$ cat src/rtl/present80_enc_core.sv
// present80_enc_core -- iterative PRESENT-80 block cipher, encryption only.
//
// One full round per clock: addRoundKey -> S-layer -> p_layer, with the
// 80-bit key schedule advancing alongside. After ROUNDS rounds the result is
// whitened with the next round key (K32 for the standard 31 rounds) and held
// in a registered output until the consumer takes it.
//
// Handshake: valid/ready on both sides, a single block in flight.
// States: IDLE (accepting) -> RUN (rounds) -> DONE (ciphertext held).
//
// Optional feature: define PRESENT80_ABORT_EN to add an `abort` input that
// drops the block in flight (RUN or DONE) and returns to IDLE while keeping
// the previous ciphertext on out_data.

// 64-bit PRESENT bit permutation: bit i moves to position 16*i mod 63,
// except bit 63, which stays in place. Pure wiring, no logic.
module present80_p_layer (
    input  logic [63:0] din,
    output logic [63:0] dout
);

    for (genvar i = 0; i < 64; i++) begin : g_perm
        localparam int DST = (i == 63) ? 63 : (i * 16) % 63;
        assign dout[DST] = din[i];
    end

endmodule

module present80_enc_core #(
    parameter int ROUNDS = 31            // legal 1..31; 31 is standard PRESENT-80
) (
    input  logic        clk,
    input  logic        rst,
    input  logic        in_valid,
    output logic        in_ready,
    input  logic [63:0] in_data,
    input  logic [79:0] in_key,
    output logic        out_valid,
    input  logic        out_ready,
    output logic [63:0] out_data,
    output logic        busy
`ifdef PRESENT80_ABORT_EN
    ,
    input  logic        abort
`endif
);

    typedef enum logic [1:0] {
        IDLE = 2'd0,
        RUN  = 2'd1,
        DONE = 2'd2
    } fsm_t;

    // Round number on which the final round is computed and whitened.
    localparam logic [4:0] LAST_ROUND = 5'(ROUNDS);

    fsm_t        fsm;
    logic [63:0] state;
    logic [79:0] key;
    logic [4:0]  round;

    logic [63:0] mixed;
    logic [63:0] sboxed;
    logic [63:0] next_state;
    logic [79:0] rotated;
    logic [79:0] next_key;
    logic        abort_hit;

`ifdef PRESENT80_ABORT_EN
    assign abort_hit = abort;
`else
    assign abort_hit = 1'b0;
`endif

    // PRESENT 4-bit S-box.
    function automatic logic [3:0] sbox(input logic [3:0] x);
        logic [3:0] y;
        case (x)
            4'h0: y = 4'hC;
            4'h1: y = 4'h5;
            4'h2: y = 4'h6;
            4'h3: y = 4'hB;
            4'h4: y = 4'h9;
            4'h5: y = 4'h0;
            4'h6: y = 4'hA;
            4'h7: y = 4'hD;
            4'h8: y = 4'h3;
            4'h9: y = 4'hE;
            4'hA: y = 4'hF;
            4'hB: y = 4'h8;
            4'hC: y = 4'h4;
            4'hD: y = 4'h7;
            4'hE: y = 4'h1;
            default: y = 4'h2;
        endcase
        return y;
    endfunction

    // addRoundKey: the round key is the top 64 bits of the key register.
    assign mixed = state ^ key[79:16];

    // S-layer over all sixteen nibbles of the mixed state.
    always_comb begin
        // NOTE: default every always_comb output first so no path can infer a latch.
        sboxed = '0;
        for (int n = 0; n < 16; n++) begin
            sboxed[4*n +: 4] = sbox(mixed[4*n +: 4]);
        end
    end

    present80_p_layer u_p_layer (
        .din  (sboxed),
        .dout (next_state)
    );

    // Key schedule: rotate left by 61, S-box the top nibble, fold in the round counter.
    assign rotated = {key[18:0], key[79:19]};

    // Assemble the next round key from the rotated register.
    always_comb begin
        next_key          = rotated;
        next_key[79:76]   = sbox(rotated[79:76]);
        next_key[19:15]   = rotated[19:15] ^ round;
    end

    // Control FSM plus all datapath registers and registered handshake outputs.
    always_ff @(posedge clk) begin
        // NOTE: sequential state uses non-blocking assignments so every register
        // samples pre-edge values, independent of statement order.
        if (rst) begin
            fsm       <= IDLE;
            state     <= '0;
            key       <= '0;
            round     <= '0;
            out_valid <= 1'b0;
            out_data  <= '0;
            in_ready  <= 1'b1;
            busy      <= 1'b0;
        end else begin
            case (fsm)
                IDLE: begin
                    if (in_valid) begin
                        state    <= in_data;
                        key      <= in_key;
                        round    <= 5'd1;
                        fsm      <= RUN;
                        in_ready <= 1'b0;
                        busy     <= 1'b1;
                    end
                end

                RUN: begin
                    if (abort_hit) begin
                        fsm      <= IDLE;
                        round    <= '0;
                        in_ready <= 1'b1;
                        busy     <= 1'b0;
                    end else begin
                        state <= next_state;
                        key   <= next_key;
                        if (round == LAST_ROUND) begin
                            // Final round: whiten with the freshly derived key.
                            out_data  <= next_state ^ next_key[79:16];
                            out_valid <= 1'b1;
                            fsm       <= DONE;
                        end else begin
                            round <= round + 5'd1;
                        end
                    end
                end

                DONE: begin
                    // Hold the ciphertext until taken (or dropped by abort).
                    if (abort_hit || out_ready) begin
                        fsm       <= IDLE;
                        out_valid <= 1'b0;
                        round     <= '0;
                        in_ready  <= 1'b1;
                        busy      <= 1'b0;
                    end
                end

                default: begin
                    fsm       <= IDLE;
                    out_valid <= 1'b0;
                    round     <= '0;
                    in_ready  <= 1'b1;
                    busy      <= 1'b0;
                end
            endcase
        end
    end

endmodule

$ cat config.mk
export PLATFORM = sky130hd
export DESIGN_NAME = present80_enc_core
export DESIGN_NICKNAME = d
export VERILOG_FILES = /design/src/rtl/present80_enc_core.sv
export SDC_FILE = /design/constraint.sdc
export NUM_CORES = 1
export LEC_CHECK = 0
export CAP_MARGIN = 10
export CORE_ASPECT_RATIO = 0.6
export CORE_UTILIZATION = 55
export CTS_BUF_LIST = sky130_fd_sc_hd__clkbuf_4 sky130_fd_sc_hd__clkbuf_8
export CTS_CLUSTER_SIZE = 16
export DETAILED_ROUTE_END_ITERATION = 7
export PLACE_DENSITY = 0.82
export SLEW_MARGIN = 20
export SYNTH_ARGS = -nofsm -noshare
export SYNTH_HDL_FRONTEND = slang
export SYNTH_SLANG_ARGS = --single-unit
$ cat constraint.sdc
create_clock -name clk -period 3.8 [get_ports clk]
set_input_delay 0.57 -clock clk [delete_from_list [all_inputs] [get_ports clk]]
set_output_delay 0.57 -clock clk [all_outputs]
set_load 0.05 [all_outputs]
### I/O pins on the die edge, run 1

Pins as bars across the die edge, other pins in gray.
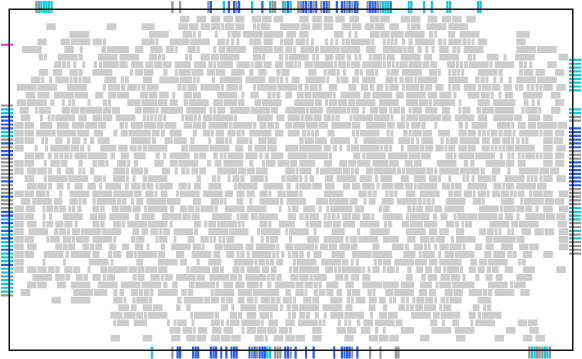
color	port	pins	direction	edge
cyan	out_data	64	output	21 top, 19 left, 17 right, 7 bottom
magenta	clk	1	input	left
blue	in_key	80	input	29 bottom, 22 top, 16 left, 13 right
all pins by edge	63 top, 53 bottom, 52 left, 47 right

### Congestion heat map, run 1

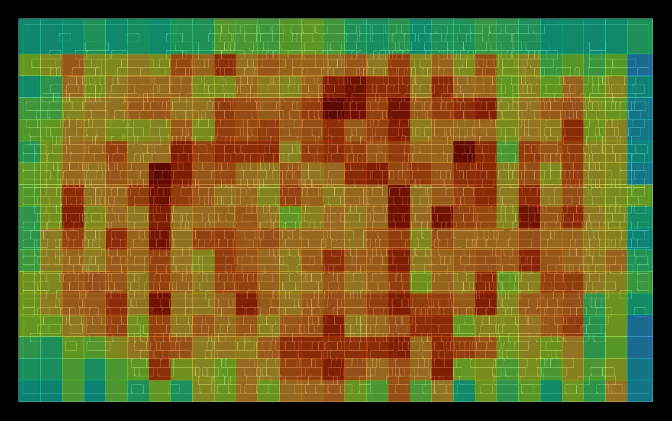
routed wire length per instance: 21.7 um
met1 Track Usage GR: 51.5%
core utilization of the finished layout: 69.5%

==> summary.txt, run 1 <==
Physical design

The run finished with clean final reports. The floorplan step set the die height to 122 um. The number of sequential cells reported for the layout is 222. The leakage power figure stands at 6.47 nW. According to the timing report, the critical path is captured at round[4]$_SDFFE_PP0P_. The worst setup path is launched from a register. Once detailed placement completed, the half-perimeter wirelength came to between 30000 and 40000 um. Wire segments on met3 add up to between 5000 and 6000 um in the final route. The via count of the first global-routing pass was around 11000. The share of total power dissipated in the clock network is between 20% and 30%. The power report lists the combinational group at around 2.7 mW. The number of distinct library cells after synthesis stands at about 52. The tool warning count stands at ~93. The layout has roughly 240 buffers outside the clock class. The synthesized netlist devotes approximately 18% of its cell area to compound gates. RePlAce ended its routability-driven mode at a weighted congestion of between 0.9 and 1. The largest individual stage delay along the critical path comes from the cell nand2_2. The clock edge transition at the registers on the reported setup and hold paths stands at 70 ps. After synthesis, the cell types taking the most area are dfxtp_1 (34%), ha_1 (8.3%), nand2_1 (7.4%), xnor2_1 (6.4%), a311oi_1 (5.1%).

Across all checked pins, the minimum headroom to the slew limit is a little under two fifths. The number of standard cells in the layout, taps in and fillers out stands at slightly above 2000. According to the floorplan report, the placeable core area is ~23000 um2. Setup slack on the worst reg-to-reg path comes out at ~1100 ps.

The chip area stands at 24500 um2. The most used flip-flop cell after synthesis is dfxtp_1. The number of buffers created by CTS stands at 34. The CTS sink count stands at 222.

The final worst hold slack stands at 451 ps. The cell-internal power stands at 4.77 mW. Net switching is around 37% of the power. The DRC violation total left in the routed layout is recorded as 0. The data required time at the worst endpoint stands at 4220 ps. The hold path depth stands at 2.

The clock tree buffer count of the final layout stands at ~52. The routed design has 44200 um of wire. The chip area estimate from yosys synthesis stands at approximately 13000 um2. The H-tree depth stands at 2.

Per STA, the library cell used most along the worst path is ha_1. The flow reported a cell area power density of around 470 nW/um2. For reference, the most critical setup path is categorized as register to register. In the synthesized netlist, the dominant kind of combinational cell is AND-OR/OR-AND gates. At the worst endpoint, the arrival time is between 3000 and 4000 ps. The row count stands at roughly 43.

Per the post-route antenna check, the number of violating nets is 0. The met2 wirelength from detailed routing stands at approximately 18000 um. The first global-routing pass estimated around 66000 um of wire. The count of TritonRoute iterations in the first routing pass stands at 5. Entering global routing, the biggest net connects 93 pins. The final-layout non-clock buffer area share stands at between 10% and 20%. Synthesis handed over a netlist of 1539 instances.

Signal routing reaches up to met4. The power attributed to sequential cells stands at 2.74 mW. After routing, the total negative slack on setup checks comes to 0 ps. The register with the most flip-flops in the layout has 80 of them. Setup repair after global routing left no endpoint under its margin. The share of the yosys chip area belonging to registers stands at ~34%.

The clock group power stands at between 2 and 2.5 mW. The worst setup path is captured at a register. The largest registers in the layout are key (80), out_data (64), state (64). The multiplexer area fraction after synthesis stands at under 10%. The number of setup buffers added after CTS stands at 0. The clock tree buffer depth stands at 3. The number of synthesis warnings stands at 0.

The relative area change from synthesis to final layout stands at 23.1%. The clock insertion delay at the later pin of the skew report stands at 550 ps. Listed in order, past its start point the critical path passes ha_1, and3_1, ha_1, nand2_2, buf_4, nand2_1, a22oi_1, nor2_1. The post-layout worst setup margin stands at ~1100 ps. Across all layers, the routed design uses about 12000 vias. The most critical setup path has its startpoint at round[0]$_SDFFE_PP0P_. The combined global-route utilization of all metal layers stands at between 30% and 40%. For the pin with the worst max-slew slack, the measured transition is around 930 ps. The clock arrives with approximately 25 ps of skew.

The number of logic gates stands at roughly 1100. The sequential cell area stands at around 4400 um2. Leaving out fill and tap cells, the most frequent cell in the layout is nand2_1. The number of hold-repair buffers added at the cts stage stands at 0. The mean number of vias per cell stands at 6.12. The worst path buffer plus inverter count stands at 1.

The net switching power in the latest report is approximately 2.8 mW. The min-delay analysis places its worst path in the category register to register. After routing the design area is between 15000 and 20000 um2. The max-slew violation count stands at 0. In this design, the stage delay of the slowest critical-path cell is 600 ps.

Per the synthesis report, the adder-cell share of the synthesized area is 8.30%. Counting flops and latches in the post-synthesis netlist gives between 200 and 250. The post-synthesis average cell area stands at 8.52 um2. The number of non-clock inverters in the layout stands at approximately 60.
### Placed cells, one color a class, run 1

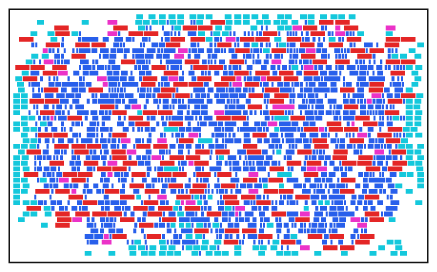
color	class	cells	share of their area
magenta	clock drivers and dummy loads	58	4.5%
blue	all other logic	1207	52%
red	flip-flops	222	28%
cyan	other buffers and delay cells	237	15%

[run 1: metal layers]
layer,vias up,track usage [%]
met3,77,8.67
met1,5954,51.5
met5,-,0
met4,0,9.42
met2,763,51.4
li1,5686,-
[run 1: worst min-delay path, stage by stage (launching register included)]
cell	delay, ps
dfxtp_1	300
nand2_1	50
a21oi_1	50
[run 1: cell usage after synthesis (all sizes together) (2+ instances only)]
master and instances:
a211oi 49, a21o 33, a21oi 127, a221oi 2, a22oi 3, a311oi 76, and2 2, buf 44
clkbuf 66, dfxtp 222, ha 87, inv 60, mux2i 59, mux4 16, nand2 257, nand2b 3
nand3 16, nand3b 17, nand4b 17, nor2 146, nor2b 3, nor3 27, o211ai 8, o21ai 20
o21bai 2, o221ai 16, or4 16, xnor2 98, xor2 33
### Clock wires, drivers and flops, run 1

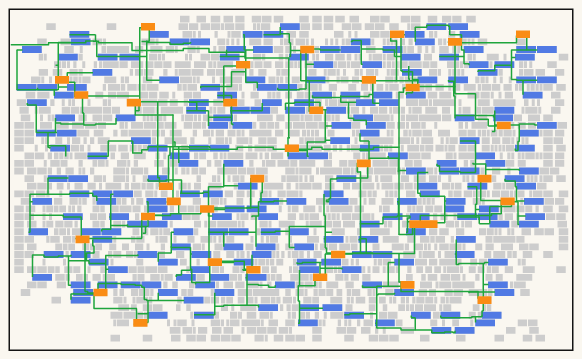

==> run 1 -> run 2 <==
--- a/config.mk
+++ b/config.mk
@@ -7,11 +7,11 @@
 export LEC_CHECK = 0
 export CAP_MARGIN = 10
 export CORE_ASPECT_RATIO = 0.6
-export CORE_UTILIZATION = 55
+export CORE_UTILIZATION = 51
 export CTS_BUF_LIST = sky130_fd_sc_hd__clkbuf_4 sky130_fd_sc_hd__clkbuf_8
 export CTS_CLUSTER_SIZE = 16
 export DETAILED_ROUTE_END_ITERATION = 7
-export PLACE_DENSITY = 0.82
+export PLACE_DENSITY = 0.8
 export SLEW_MARGIN = 20
 export SYNTH_ARGS = -nofsm -noshare
 export SYNTH_HDL_FRONTEND = slang
==> constraint.sdc (replaced) <==
create_clock -name clk -period 2.15 [get_ports clk]
set_input_delay 0.3225 -clock clk [delete_from_list [all_inputs] [get_ports clk]]
set_output_delay 0.3225 -clock clk [all_outputs]
set_load 0.05 [all_outputs]
### Clock wires, drivers and flops, run 2

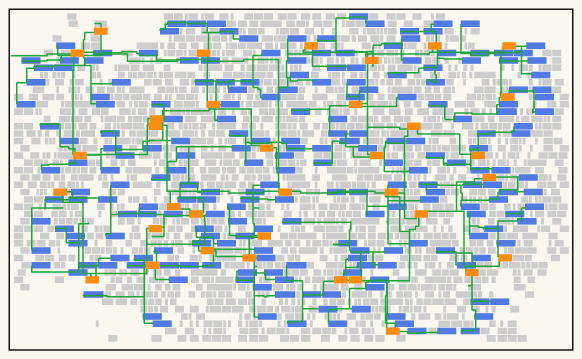
[orange] cells driving clock nets | count: 35
[green] clock wires | length: 3160 um
[blue] flip-flops | count: 222
routed clock nets	36

==> run 2 against run 1 <==
  * Global-route usage shrank 0.25 points
  * Critical path depth shrank 7
  * Clock skew shrank 11 ps
  * Wire length grew 5.7%
  * Count of clock-buffer cells in the layout grew 1
  * Via count grew 4.2%
  * Power grew 88%
  * Critical path type is now register to output pin
  * Critical endpoint is now out_data[51]
  * Largest cell class unchanged
  * Highest routed layer unchanged
==> summary.txt, run 2 <==
Physical design

The total length of routed met3 wires was 5640 um (-2.9%). The utilization of the core after routing came to 69.2% (-0.29 points). The chip area was 26400 um2 (+7.7%).

The number of flip-flops in the largest register came to 80 (unchanged). The fraction of met1 tracks used by global routing is 49.4% (-2.0 points). The area fraction in compound gates after synthesis came to 18.4% (unchanged). The HPWL after detailed placement was 35500 um (+9.7%). The most critical setup path has its endpoint at out_data[51]. The worst setup path is launched from a register. The clock insertion delay at the later pin of the skew report is 530 ps (-20 ps).

The delay of the slowest cell on the worst path is 850 ps (+250 ps). The core box area stands at 25300 um2 (+8.8%). The synthesis stats list as the most numerous cell nand2_1.

The multiplexer area fraction after synthesis stands at 7.34% (unchanged). The combined global-route utilization of all metal layers stands at 35.0% (-0.25 points). The DRC violation count after routing was 0 (unchanged). The worst path buffer plus inverter count stands at 1 (unchanged). The hold path depth came to 2 (unchanged). The final worst hold slack was 159 ps (-292 ps).

The total routed wirelength stands at 46800 um (+5.7%). The mean number of vias per cell stands at 5.93 (-3.1%). The row count is 45 (+4.7%). The min-delay analysis places its worst path in the category input pin to register. The largest registers in the layout are key (80), out_data (64), state (64). The total power divided by cell area stands at 815 nW/um2 (+74%).

The routed length per instance stands at 21.3 um (-1.7%). By area the synthesized netlist is led by dfxtp_1 (34%), ha_1 (8.3%), nand2_1 (7.4%), xnor2_1 (6.4%), a311oi_1 (5.1%). The worst-case register-to-register setup slack was 30 ps (-1100 ps). The clock tree buffer depth came to 3 (unchanged). The layer flagged by global routing as most heavily used is met2. The flow ran to the end, and the final reports show no timing, DRC or antenna violations. The signal on the critical path passes through clkdlybuf4s50_1. The relative area change from synthesis to final layout stands at 33.4%. The number of distinct library cells after synthesis was 52 (unchanged). The chip area estimate from yosys synthesis stands at 13100 um2 (unchanged).
### Placed cells, one color a class, run 2

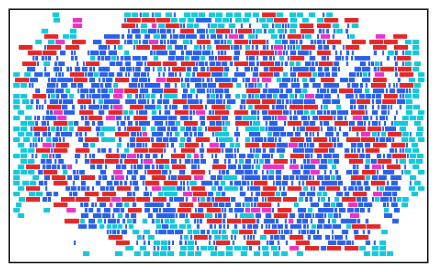
color	class	cells	share of their area
cyan	other buffers and delay cells	378	21%
magenta	clock drivers and dummy loads	56	4.2%
blue	all other logic	1207	49%
red	flip-flops	222	26%

run 2: where the power goes:
group / total [mW] / switching (mW) / internal [mW]
Sequential: 4.76 / 0.334 / 4.43
Combinational: 5.65 / 3.12 / 2.54
Clock: 3.83 / 1.73 / 2.10
Total: 14.2 / 5.18 / 9.06
run 2: area by class of cell:
type	instances	area, um2	area share [%]
flip-flops and latches	222	4450	25.5
inverters	60	225	1.29
diodes	1	2.50	0.0143
clock buffers	53	673	3.85
well taps	329	412	2.35
multi-input cells	1147	8130	46.5
repair buffers	378	3550	20.3
clock inverters	3	40.0	0.229
Power and IR drop assume default switching activity.
